## config.mk

```make
export PLATFORM = sky130hd
export DESIGN_NAME = morse_rx_decoder_flat
export DESIGN_NICKNAME = d
export VERILOG_FILES = /design/src/rtl/morse_rx_decoder_if.sv /design/src/rtl/morse_rx_decoder.sv /design/src/flat_wrapper.sv
export SDC_FILE = /design/constraint.sdc
export NUM_CORES = 1
export LEC_CHECK = 0
export ABC_AREA = 1
export CAP_MARGIN = 20
export CORE_MARGIN = 2
export CORE_UTILIZATION = 35
export DETAILED_ROUTE_END_ITERATION = 10
export SLEW_MARGIN = 20
export SYNTH_ARGS = -nofsm -noshare
export SYNTH_HDL_FRONTEND = slang
export SYNTH_SLANG_ARGS = --single-unit
```

## constraint.sdc

```tcl
create_clock -name CLK -period 2.2 [get_ports CLK]
set_input_delay 0.55 -clock CLK [delete_from_list [all_inputs] [get_ports CLK]]
set_output_delay 0.55 -clock CLK [all_outputs]
set_load 0.05 [all_outputs]
```

## src/rtl/morse_rx_decoder_if.sv

```systemverilog
// Purpose : groups the keyed-line sample inputs and the decoded-character
//           outputs of morse_rx_decoder into one bundle.
// Ports   : tick, morse_in (toward decoder); salida[7:0], valid, err (from decoder).
//           master = line/consumer side, slave = decoder side.
interface morse_rx_decoder_if;
  logic       tick;
  logic       morse_in;
  logic [7:0] salida;
  logic       valid;
  logic       err;

  modport master (output tick, output morse_in,
                  input  salida, input valid, input err);
  modport slave  (input  tick, input morse_in,
                  output salida, output valid, output err);
endinterface

```

## src/rtl/morse_rx_decoder.sv

```systemverilog
// Purpose : measures mark/space durations of a keyed line in tick units,
//           classifies dots/dashes, assembles up to 5 symbols and decodes
//           the character to ASCII (letters, digits; '?' with err on error).
// Ports   : CLK, RST (async active-low), bus (slave modport of
//           morse_rx_decoder_if): tick, morse_in in; salida, valid, err out.
// Config  : MORSE_RX_WORDGAP_EN enables emission of ' ' at a word gap.
//           Latency: valid is registered, one cycle after the completing tick.
module morse_rx_decoder #(
  parameter int UNIT = 4
) (
  input  logic               CLK,
  input  logic               RST,
  morse_rx_decoder_if.slave  bus
);

  localparam logic [7:0] LIM_DOT  = 8'(2 * UNIT);  // marks shorter than this are dots
  localparam logic [7:0] LIM_BAD  = 8'(8 * UNIT);  // over-long mark threshold
  localparam logic [7:0] LIM_CHAR = 8'(2 * UNIT);  // inter-character gap
  localparam logic [7:0] LIM_WORD = 8'(5 * UNIT);  // word gap, back to IDLE

  typedef enum logic [1:0] {
    IDLE  = 2'd0,
    MARK  = 2'd1,
    SPACE = 2'd2
  } state_t;

  state_t     r_state;
  logic [7:0] r_cnt;
  logic [2:0] r_len;
  logic [4:0] r_pattern;
  logic       r_bad;
  logic [7:0] r_salida;
  logic       r_valid;
  logic       r_err;
`ifdef MORSE_RX_WORDGAP_EN
  logic       r_emitted;  // a character went out since the last word gap
`endif

  logic [7:0] w_cnt_inc;
  logic       w_dash;
  logic [8:0] w_dec;

  // Pattern is right-aligned: the first symbol sits at bit len-1.
  // Returns {err, ascii}.
  function automatic logic [8:0] f_decode(input logic [2:0] len,
                                          input logic [4:0] pat,
                                          input logic       bad);
    logic [8:0] res;
    res = {1'b1, 8'h3F};
    if (!bad) begin
      case ({len, pat})
        {3'd2, 5'b00001}: res = {1'b0, 8'h41}; // A .-
        {3'd4, 5'b01000}: res = {1'b0, 8'h42}; // B -...
        {3'd4, 5'b01010}: res = {1'b0, 8'h43}; // C -.-.
        {3'd3, 5'b00100}: res = {1'b0, 8'h44}; // D -..
        {3'd1, 5'b00000}: res = {1'b0, 8'h45}; // E .
        {3'd4, 5'b00010}: res = {1'b0, 8'h46}; // F ..-.
        {3'd3, 5'b00110}: res = {1'b0, 8'h47}; // G --.
        {3'd4, 5'b00000}: res = {1'b0, 8'h48}; // H ....
        {3'd2, 5'b00000}: res = {1'b0, 8'h49}; // I ..
        {3'd4, 5'b00111}: res = {1'b0, 8'h4A}; // J .---
        {3'd3, 5'b00101}: res = {1'b0, 8'h4B}; // K -.-
        {3'd4, 5'b00100}: res = {1'b0, 8'h4C}; // L .-..
        {3'd2, 5'b00011}: res = {1'b0, 8'h4D}; // M --
        {3'd2, 5'b00010}: res = {1'b0, 8'h4E}; // N -.
        {3'd3, 5'b00111}: res = {1'b0, 8'h4F}; // O ---
        {3'd4, 5'b00110}: res = {1'b0, 8'h50}; // P .--.
        {3'd4, 5'b01101}: res = {1'b0, 8'h51}; // Q --.-
        {3'd3, 5'b00010}: res = {1'b0, 8'h52}; // R .-.
        {3'd3, 5'b00000}: res = {1'b0, 8'h53}; // S ...
        {3'd1, 5'b00001}: res = {1'b0, 8'h54}; // T -
        {3'd3, 5'b00001}: res = {1'b0, 8'h55}; // U ..-
        {3'd4, 5'b00001}: res = {1'b0, 8'h56}; // V ...-
        {3'd3, 5'b00011}: res = {1'b0, 8'h57}; // W .--
        {3'd4, 5'b01001}: res = {1'b0, 8'h58}; // X -..-
        {3'd4, 5'b01011}: res = {1'b0, 8'h59}; // Y -.--
        {3'd4, 5'b01100}: res = {1'b0, 8'h5A}; // Z --..
        {3'd5, 5'b11111}: res = {1'b0, 8'h30}; // 0
        {3'd5, 5'b01111}: res = {1'b0, 8'h31}; // 1
        {3'd5, 5'b00111}: res = {1'b0, 8'h32}; // 2
        {3'd5, 5'b00011}: res = {1'b0, 8'h33}; // 3
        {3'd5, 5'b00001}: res = {1'b0, 8'h34}; // 4
        {3'd5, 5'b00000}: res = {1'b0, 8'h35}; // 5
        {3'd5, 5'b10000}: res = {1'b0, 8'h36}; // 6
        {3'd5, 5'b11000}: res = {1'b0, 8'h37}; // 7
        {3'd5, 5'b11100}: res = {1'b0, 8'h38}; // 8
        {3'd5, 5'b11110}: res = {1'b0, 8'h39}; // 9
        default:          res = {1'b1, 8'h3F};
      endcase
    end
    return res;
  endfunction

  // Saturating increment so an endless mark parks at 255.
  assign w_cnt_inc = (r_cnt == 8'hFF) ? 8'hFF : r_cnt + 8'd1;
  assign w_dash    = (r_cnt >= LIM_DOT);
  assign w_dec     = f_decode(r_len, r_pattern, r_bad);

  always_ff @(posedge CLK or negedge RST) begin
    if (!RST) begin
      r_state   <= IDLE;
      r_cnt     <= 8'd0;
      r_len     <= 3'd0;
      r_pattern <= 5'd0;
      r_bad     <= 1'b0;
      r_salida  <= 8'h00;
      r_valid   <= 1'b0;
      r_err     <= 1'b0;
`ifdef MORSE_RX_WORDGAP_EN
      r_emitted <= 1'b0;
`endif
    end else begin
      r_valid <= 1'b0;
      if (bus.tick) begin
        case (r_state)
          IDLE: begin
            if (bus.morse_in) begin
              r_state <= MARK;
              r_cnt   <= 8'd1;
            end
          end

          MARK: begin
            if (bus.morse_in) begin
              r_cnt <= w_cnt_inc;
              if (w_cnt_inc >= LIM_BAD) r_bad <= 1'b1;
            end else begin
              // Mark released: classify on its full length.
              if (r_len == 3'd5) begin
                r_bad <= 1'b1;
              end else begin
                r_pattern <= {r_pattern[3:0], w_dash};
                r_len     <= r_len + 3'd1;
              end
              r_state <= SPACE;
              r_cnt   <= 8'd1;
            end
          end

          SPACE: begin
            if (bus.morse_in) begin
              r_state <= MARK;
              r_cnt   <= 8'd1;
            end else begin
              r_cnt <= w_cnt_inc;
              if (w_cnt_inc == LIM_CHAR) begin
                r_salida  <= w_dec[7:0];
                r_err     <= w_dec[8];
                r_valid   <= 1'b1;
                r_len     <= 3'd0;
                r_pattern <= 5'd0;
                r_bad     <= 1'b0;
`ifdef MORSE_RX_WORDGAP_EN
                r_emitted <= 1'b1;
`endif
              end
              if (w_cnt_inc == LIM_WORD) begin
                r_state <= IDLE;
`ifdef MORSE_RX_WORDGAP_EN
                if (r_emitted) begin
                  r_salida  <= 8'h20;
                  r_err     <= 1'b0;
                  r_valid   <= 1'b1;
                  r_emitted <= 1'b0;
                end
`endif
              end
            end
          end

          default: begin
            r_state <= IDLE;
            r_cnt   <= 8'd0;
          end
        endcase
      end
    end
  end

  assign bus.salida = r_salida;
  assign bus.valid  = r_valid;
  assign bus.err    = r_err;

endmodule

```

## src/flat_wrapper.sv

```systemverilog
// flat-port wrapper written by rule: the top's interface ports become plain ports
module morse_rx_decoder_flat 
#(
  parameter int UNIT = 4
)
  (CLK, RST, bus_tick, bus_morse_in, bus_salida, bus_valid, bus_err);
  morse_rx_decoder_if bus_i ();
  input  logic CLK;
  input  logic RST;
  input wire logic [$bits(bus_i.tick)-1:0] bus_tick;
  input wire logic [$bits(bus_i.morse_in)-1:0] bus_morse_in;
  output wire logic [$bits(bus_i.salida)-1:0] bus_salida;
  output wire logic [$bits(bus_i.valid)-1:0] bus_valid;
  output wire logic [$bits(bus_i.err)-1:0] bus_err;
  assign bus_i.tick = bus_tick;
  assign bus_i.morse_in = bus_morse_in;
  assign bus_salida = bus_i.salida;
  assign bus_valid = bus_i.valid;
  assign bus_err = bus_i.err;
  morse_rx_decoder #(.UNIT(UNIT)) u_core (.CLK(CLK), .RST(RST), .bus(bus_i));
endmodule
```

Figure 1. The clock network.
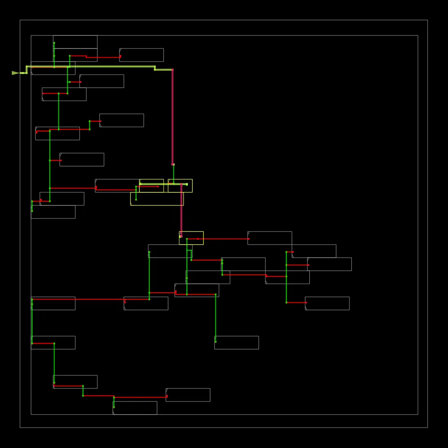
flip-flops: 28
total CTS buffers: 3
Clock Buffer Count: 3
P_clk: 411 uW

Figure 2. Metal 2.
Cells faint in the background.
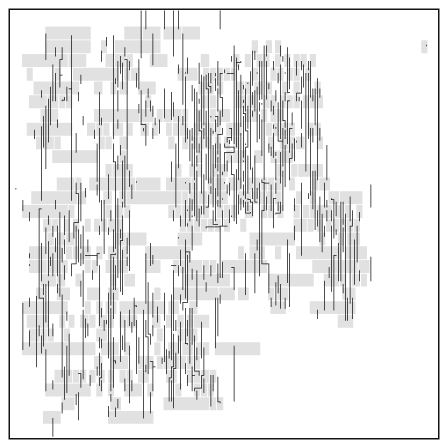
longest straight run = 32.6 um
nets with wire on the layer = 315
main direction = vertical
wire length on this layer = 2610 um

Figure 3. Sizing map.
Bar = 20 um.
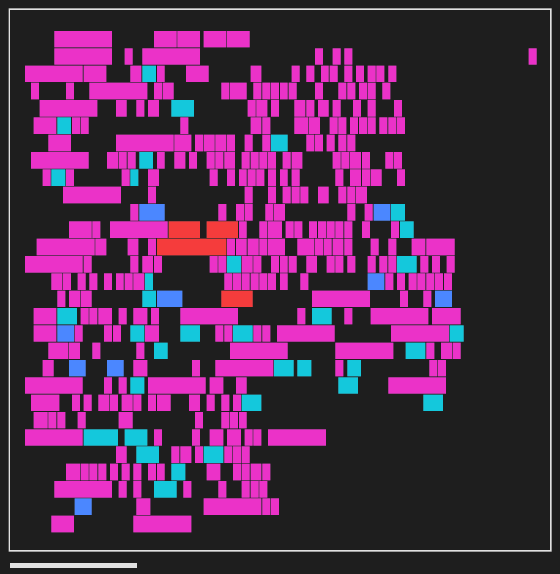
cyan -> drive 2  # cells 34
magenta -> drive 1 or less  # cells 342
red -> drive 6 and up  # cells 4
blue -> drive 3 to 4  # cells 9

Figure 4. Signal wires by layer.
Two of the layers only.
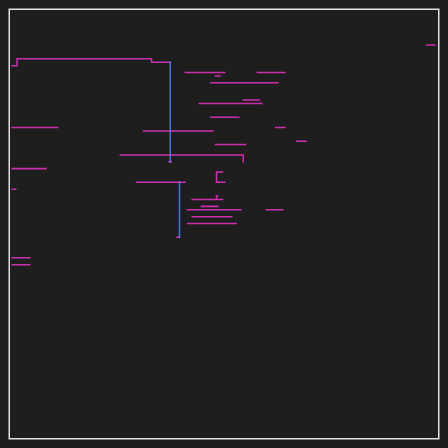
magenta -> met3  # wire length 212 um
blue -> met4  # wire length 30.6 um

Figure 5. Signal wires on met1.
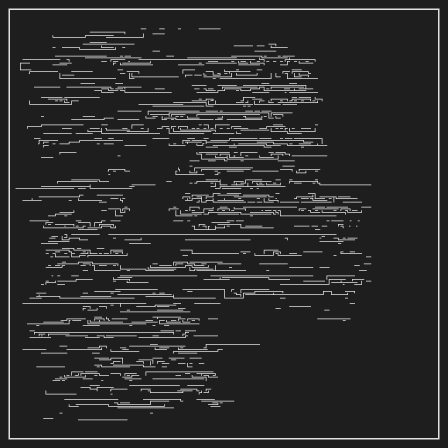
nets with wire on the layer = 370
share of all routed wire = 49%

==> impl_metrics.toml <==
# implementation run metrics
[status]
outcome = "finished, final reports clean"

[power_and_ir_drop]
intPower_uw = 1340
switching_share_pct = 48.9
seq_power_share_pct = 29.4
power_leader = "combinational logic"
p_sw_uw = 1290
power_density_nw_per_um2 = 1010
pwr-share-comb_pct = 55.0

[global_routing]
grt_max_degree = 29
grtUsageMet1_pct = 21.7
gr-total-overflow = 0
grt_util_met3_pct = 2.53
grt_usage_pct = 16.3

[worst_setup_path]
arrival_ps = 2170
setup.worst_path.start_class = "register"
path_delay_family = "simple AND/OR/NAND/NOR gates"
slowest_delay_ps = 440
cp_slowest_cell = "dfrtp_1"
reg2reg_setup_slack_ps = 200
crit_fanout = 8
path_depth = 11
end_kind = "register"

[synth]
mux_share_pct = 0
flop_cell = "dfrtp_1"
netlist_area_um2 = 2290
top_cells_by_count = "nand2_1 (126), nor2_1 (68), inv_1 (41), dfrtp_1 (28), nand3_1 (26)"
synth_adder_area_share_pct = 2.19
synth.distinct_cells = 31

[clocking]
holdBufCountCts = 0
cts_tree = "done"
ctsResizeCount = 0
clk_latency_ps = 280

[detailed_routing]
drt-met1-wl_um = 2730
viasPerCell = 5.05
highest_layer = "met4"
wl_met2_um = 2610
vias = 2353

[placement]
placedInstanceArea_um2 = 2510

[layout]
clkCellAreaFrac_pct = 2.74
diodes = 0
synthToLayoutAreaGrowth_pct = 13.7

[final_timing]
max_slew.worst_pin.slew_ps = 510
fin_crit_sh_pct = 90.8
finalWorstSetupSlack_ps = 203

[run]
warnings = 29

[die]
fp-utilization_pct = 36.0
row_count = 29
No activity file was given, so power comes from the tool's default toggle rates.
